==> config.mk <==
export PLATFORM = sky130hd
export DESIGN_NAME = serial_to_8_demux_flat
export DESIGN_NICKNAME = d
export VERILOG_FILES = /design/src/rtl/mux_pkg.sv /design/src/rtl/serial_to_8_demux_if.sv /design/src/rtl/serial_to_8_demux_lane_sel_counter.sv /design/src/rtl/serial_to_8_demux.sv /design/src/flat_wrapper.sv
export SDC_FILE = /design/constraint.sdc
export NUM_CORES = 1
export LEC_CHECK = 0
export ABC_AREA = 1
export CAP_MARGIN = 25
export CORE_MARGIN = 2
export CORE_UTILIZATION = 30
export DETAILED_ROUTE_END_ITERATION = 7
export PLACE_DENSITY_LB_ADDON = 0.1
export SLEW_MARGIN = 20
export SYNTH_ARGS = -nofsm -noshare
export SYNTH_HDL_FRONTEND = slang
export SYNTH_SLANG_ARGS = --single-unit
==> constraint.sdc <==
create_clock -name clk -period 2.2 [get_ports clk]
set_input_delay 0.44 -clock clk [delete_from_list [all_inputs] [get_ports clk]]
set_output_delay 0.44 -clock clk [all_outputs]
set_load 0.02 [all_outputs]
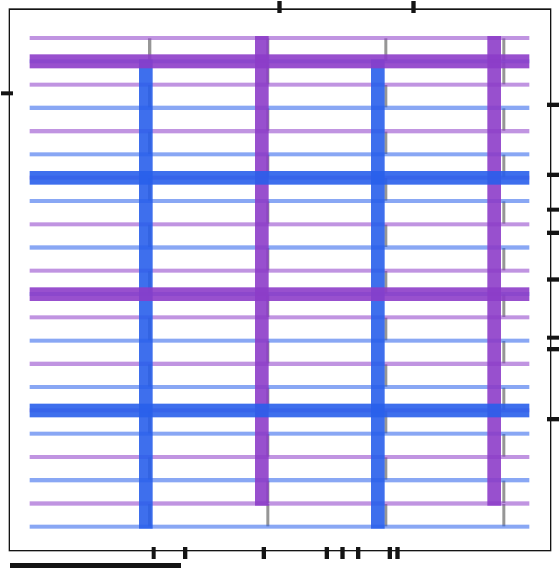
(PDN straps and rails)
Bar = 20 um. Pins as bars on the die edge. Tap cells in grey.
[purple] VDD
[blue] VSS
met4 straps: 4
met5 straps: 4
met1 rails: 22
die height: 63.1 um
width of the die: 63.1 um

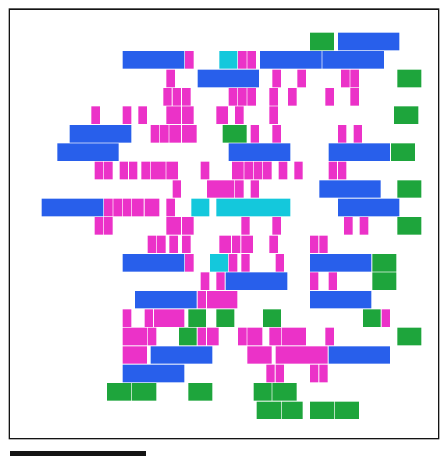
(placement by cell class)
Bar = 20 um.
[blue] flip-flops | cells: 20 | share of their area: 39%
[cyan] clock drivers and dummy loads | cells: 4 | share of their area: 4.1%
[green] other buffers and delay cells | cells: 24 | share of their area: 18%
[magenta] all other logic | cells: 108 | share of their area: 39%
post-route cell area: 1340 um^2
Core Rows: 21
core area: 3340 um^2
Finished Core Util: 0.400
fraction of standard cell area that is sequential: 0.375

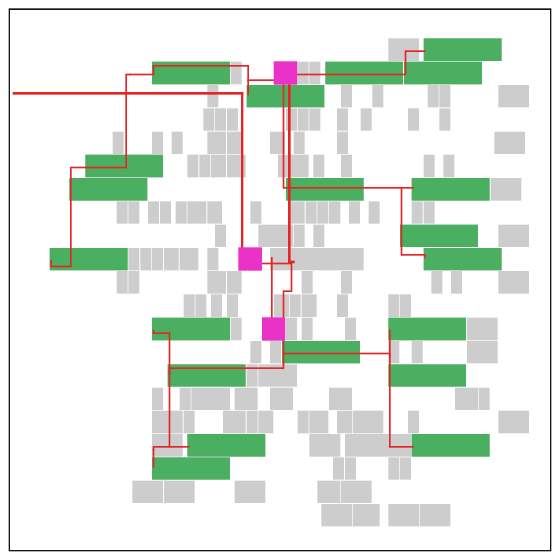
(clock distribution)
[magenta] cells driving clock nets | count: 3
[red] clock wires | length: 273 um
[green] flip-flops | count: 20
routed clock nets: 4
flops lie: all over the die
source-to-sink clock delay at the later pin of the worst-skew pair: 0.31 ns
clock network power share: 0.334
Clk power: 0.304 mW
Clock Skew: 0.00944 ns

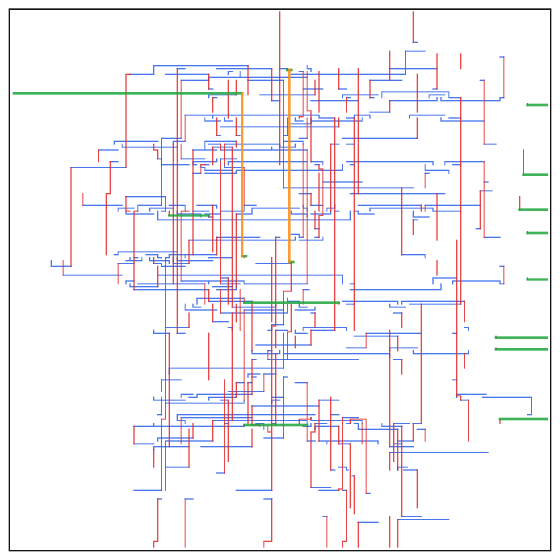
(wiring by layer)
[green] met3 | wire length: 80.2 um
[red] met2 | wire length: 950 um
[orange] met4 | wire length: 41.5 um
[blue] met1 | wire length: 1060 um
detailed-route via count: 886
GRT Total Usage: 0.123
routed length per instance: 10.5 um

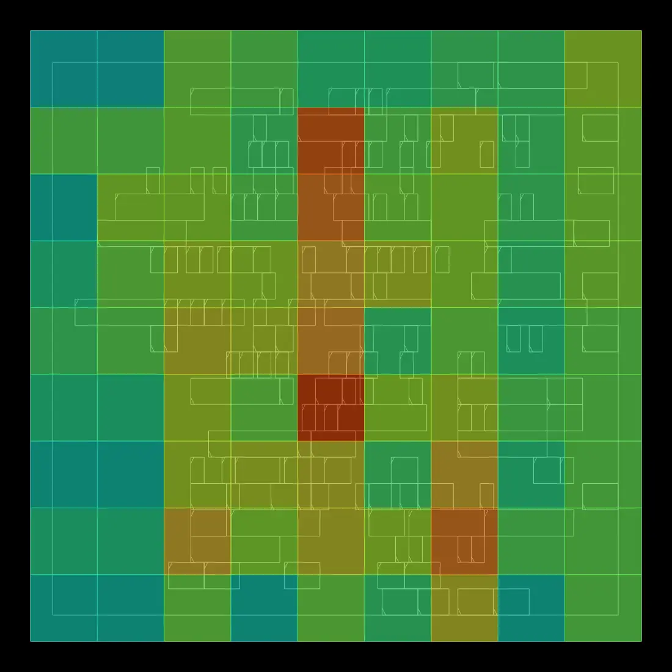
(routing congestion map)
met1 global-route usage: 0.176
met3 GRT Util: 0.0161
global routing met2 resource utilization: 0.181

==> out/highlights.md <==
### Routing
- total wire length after detailed routing: 2130 um
- antenna-violating nets left: 0
- number of DRC markers in iteration 0: 59
- post-route DRC violation count: 0
- number of search-and-repair iterations in the first detailed-routing pass: 4

### Placed design
- total instance count after detailed placement: 198
- DPL Wire Length: 1550 um

### Global routing
- number of antenna violations at the first check in global routing: 0
- aggregate global routing overflow: 0

### Timing
- number of endpoints failing setup at the final stage: 0
- RSZ-0062 raised after global routing: no
- accumulated negative setup slack: 0 ns
- final worst path period share: 0.953

### Clock tree
- clock transition at the registers of the reported paths: 0.12 ns
- post-CTS setup buffer count: 0
- number of clock buffers inserted by TritonCTS: 3
- count of clock tree sinks: 20
- clock tree from TritonCTS: done
- number of gates given a new drive strength after cts: 1
- clk buf depth: 2

### Setup path
- path depth of the worst reg2reg path: 8
- data arrival time of the critical path: 1.66 ns
- critical path data required time: 1.76 ns
- endpoint class of the critical path: output pin
- largest fanout on the critical path: 3
- worst setup slack for register-to-register paths: 0.43 ns

### Floorplanning
- area enclosed by the die boundary: 3980 um^2

### Logic synthesis
- top cells by area, synth: sky130_fd_sc_hd__dfrtp_1, sky130_fd_sc_hd__nand2_1, sky130_fd_sc_hd__nand3_1
- Avg Inst Size Synth: 7.88 um^2
- yosys cell count: 133
- total of flip-flops plus latches after synthesis: 20
- area share of the leading cell type in the synthesized netlist: 0.477
- Yosys top cell by instances: sky130_fd_sc_hd__nand2_1

### Pwr
- maximum VDD drop: 0.000259 V

### Run status
- run status: completed

### Final layout
- area grow syn2layout: 27.4%
- post-layout instance count excluding filler cells: 202

[report_power, final]
part	leakage, nW	switching, mW	internal [mW]	total [mW]
logic	0.410	0.111	0.0683	0.179
registers	0.272	0.0195	0.406	0.426
clock network	0.0279	0.120	0.184	0.304
[cell families after synthesis]
| group | synth area share |
|---|---|
| simple gates | 0.413 |
| fa+ha+maj | 0.0239 |
| flops | 0.477 |
| buf+inv | 0.0811 |
| compound gates | 0.00477 |
[final cells by class]
type,count,area (um^2)
Multi-Input combinational cell,98,463
Fill cell,363,2000
Clock inverter,1,30.0
Timing Repair Buffer,24,224
Inverter,10,38.8
Sequential cell,20,500
Tap cell,46,57.6
Clock buffer,3,22.5
[metrics by stage]
stage / hold WS, ns / cell area [um^2] / util / worst slack (ns)
after floorplan: 0.404 / 1050 / - / 0.552
after global placement: 0.462 / 1280 / 0.385 / 0.0769
after detailed placement: 0.465 / 1280 / 0.385 / 0.0557
after CTS: 0.451 / 1340 / 0.400 / 0.0844
after global routing: 0.455 / 1340 / 0.400 / 0.0232
final: 0.444 / 1340 / 0.400 / 0.102
[critical path: stages (launching register included)]
cell,delay [ns]
sky130_fd_sc_hd__dfrtp_1,0.40
sky130_fd_sc_hd__ha_1,0.20
sky130_fd_sc_hd__ha_1,0.24
sky130_fd_sc_hd__nand3_2,0.10
sky130_fd_sc_hd__nand2_1,0.05
sky130_fd_sc_hd__inv_1,0.04
sky130_fd_sc_hd__dlygate4sd2_1,0.32
[cell usage in the layout, fill, tap and decap left out]
cell type                         netlist  final
sky130_fd_sc_hd__nand2_1               73     73
sky130_fd_sc_hd__dfrtp_1               20     20
sky130_fd_sc_hd__clkdlybuf4s50_1        0     17
sky130_fd_sc_hd__nand3_1                9      9
sky130_fd_sc_hd__nand4_1                6      6
sky130_fd_sc_hd__buf_4                  1      6
sky130_fd_sc_hd__inv_2                  5      5
sky130_fd_sc_hd__inv_1                  4      4
sky130_fd_sc_hd__nand3_2                4      4
sky130_fd_sc_hd__clkbuf_4               0      3
sky130_fd_sc_hd__ha_1                   2      2
sky130_fd_sc_hd__clkinv_2               1      1
sky130_fd_sc_hd__nand4_4                1      1
sky130_fd_sc_hd__nor2_1                 1      1
sky130_fd_sc_hd__nor2_4                 1      1
sky130_fd_sc_hd__o21ai_1                1      1
sky130_fd_sc_hd__bufinv_16              0      1
sky130_fd_sc_hd__dlygate4sd2_1          0      1
[per-layer routing]
metal  routed length, um  GRT usage  vias up
met4                  41     0.0667        0
li1                    -          -      469
met1                1060      0.176      395
met5                   0          0        -
met3                  80     0.0161        4
met2                 949      0.181       18
Power and IR drop assume default switching activity.
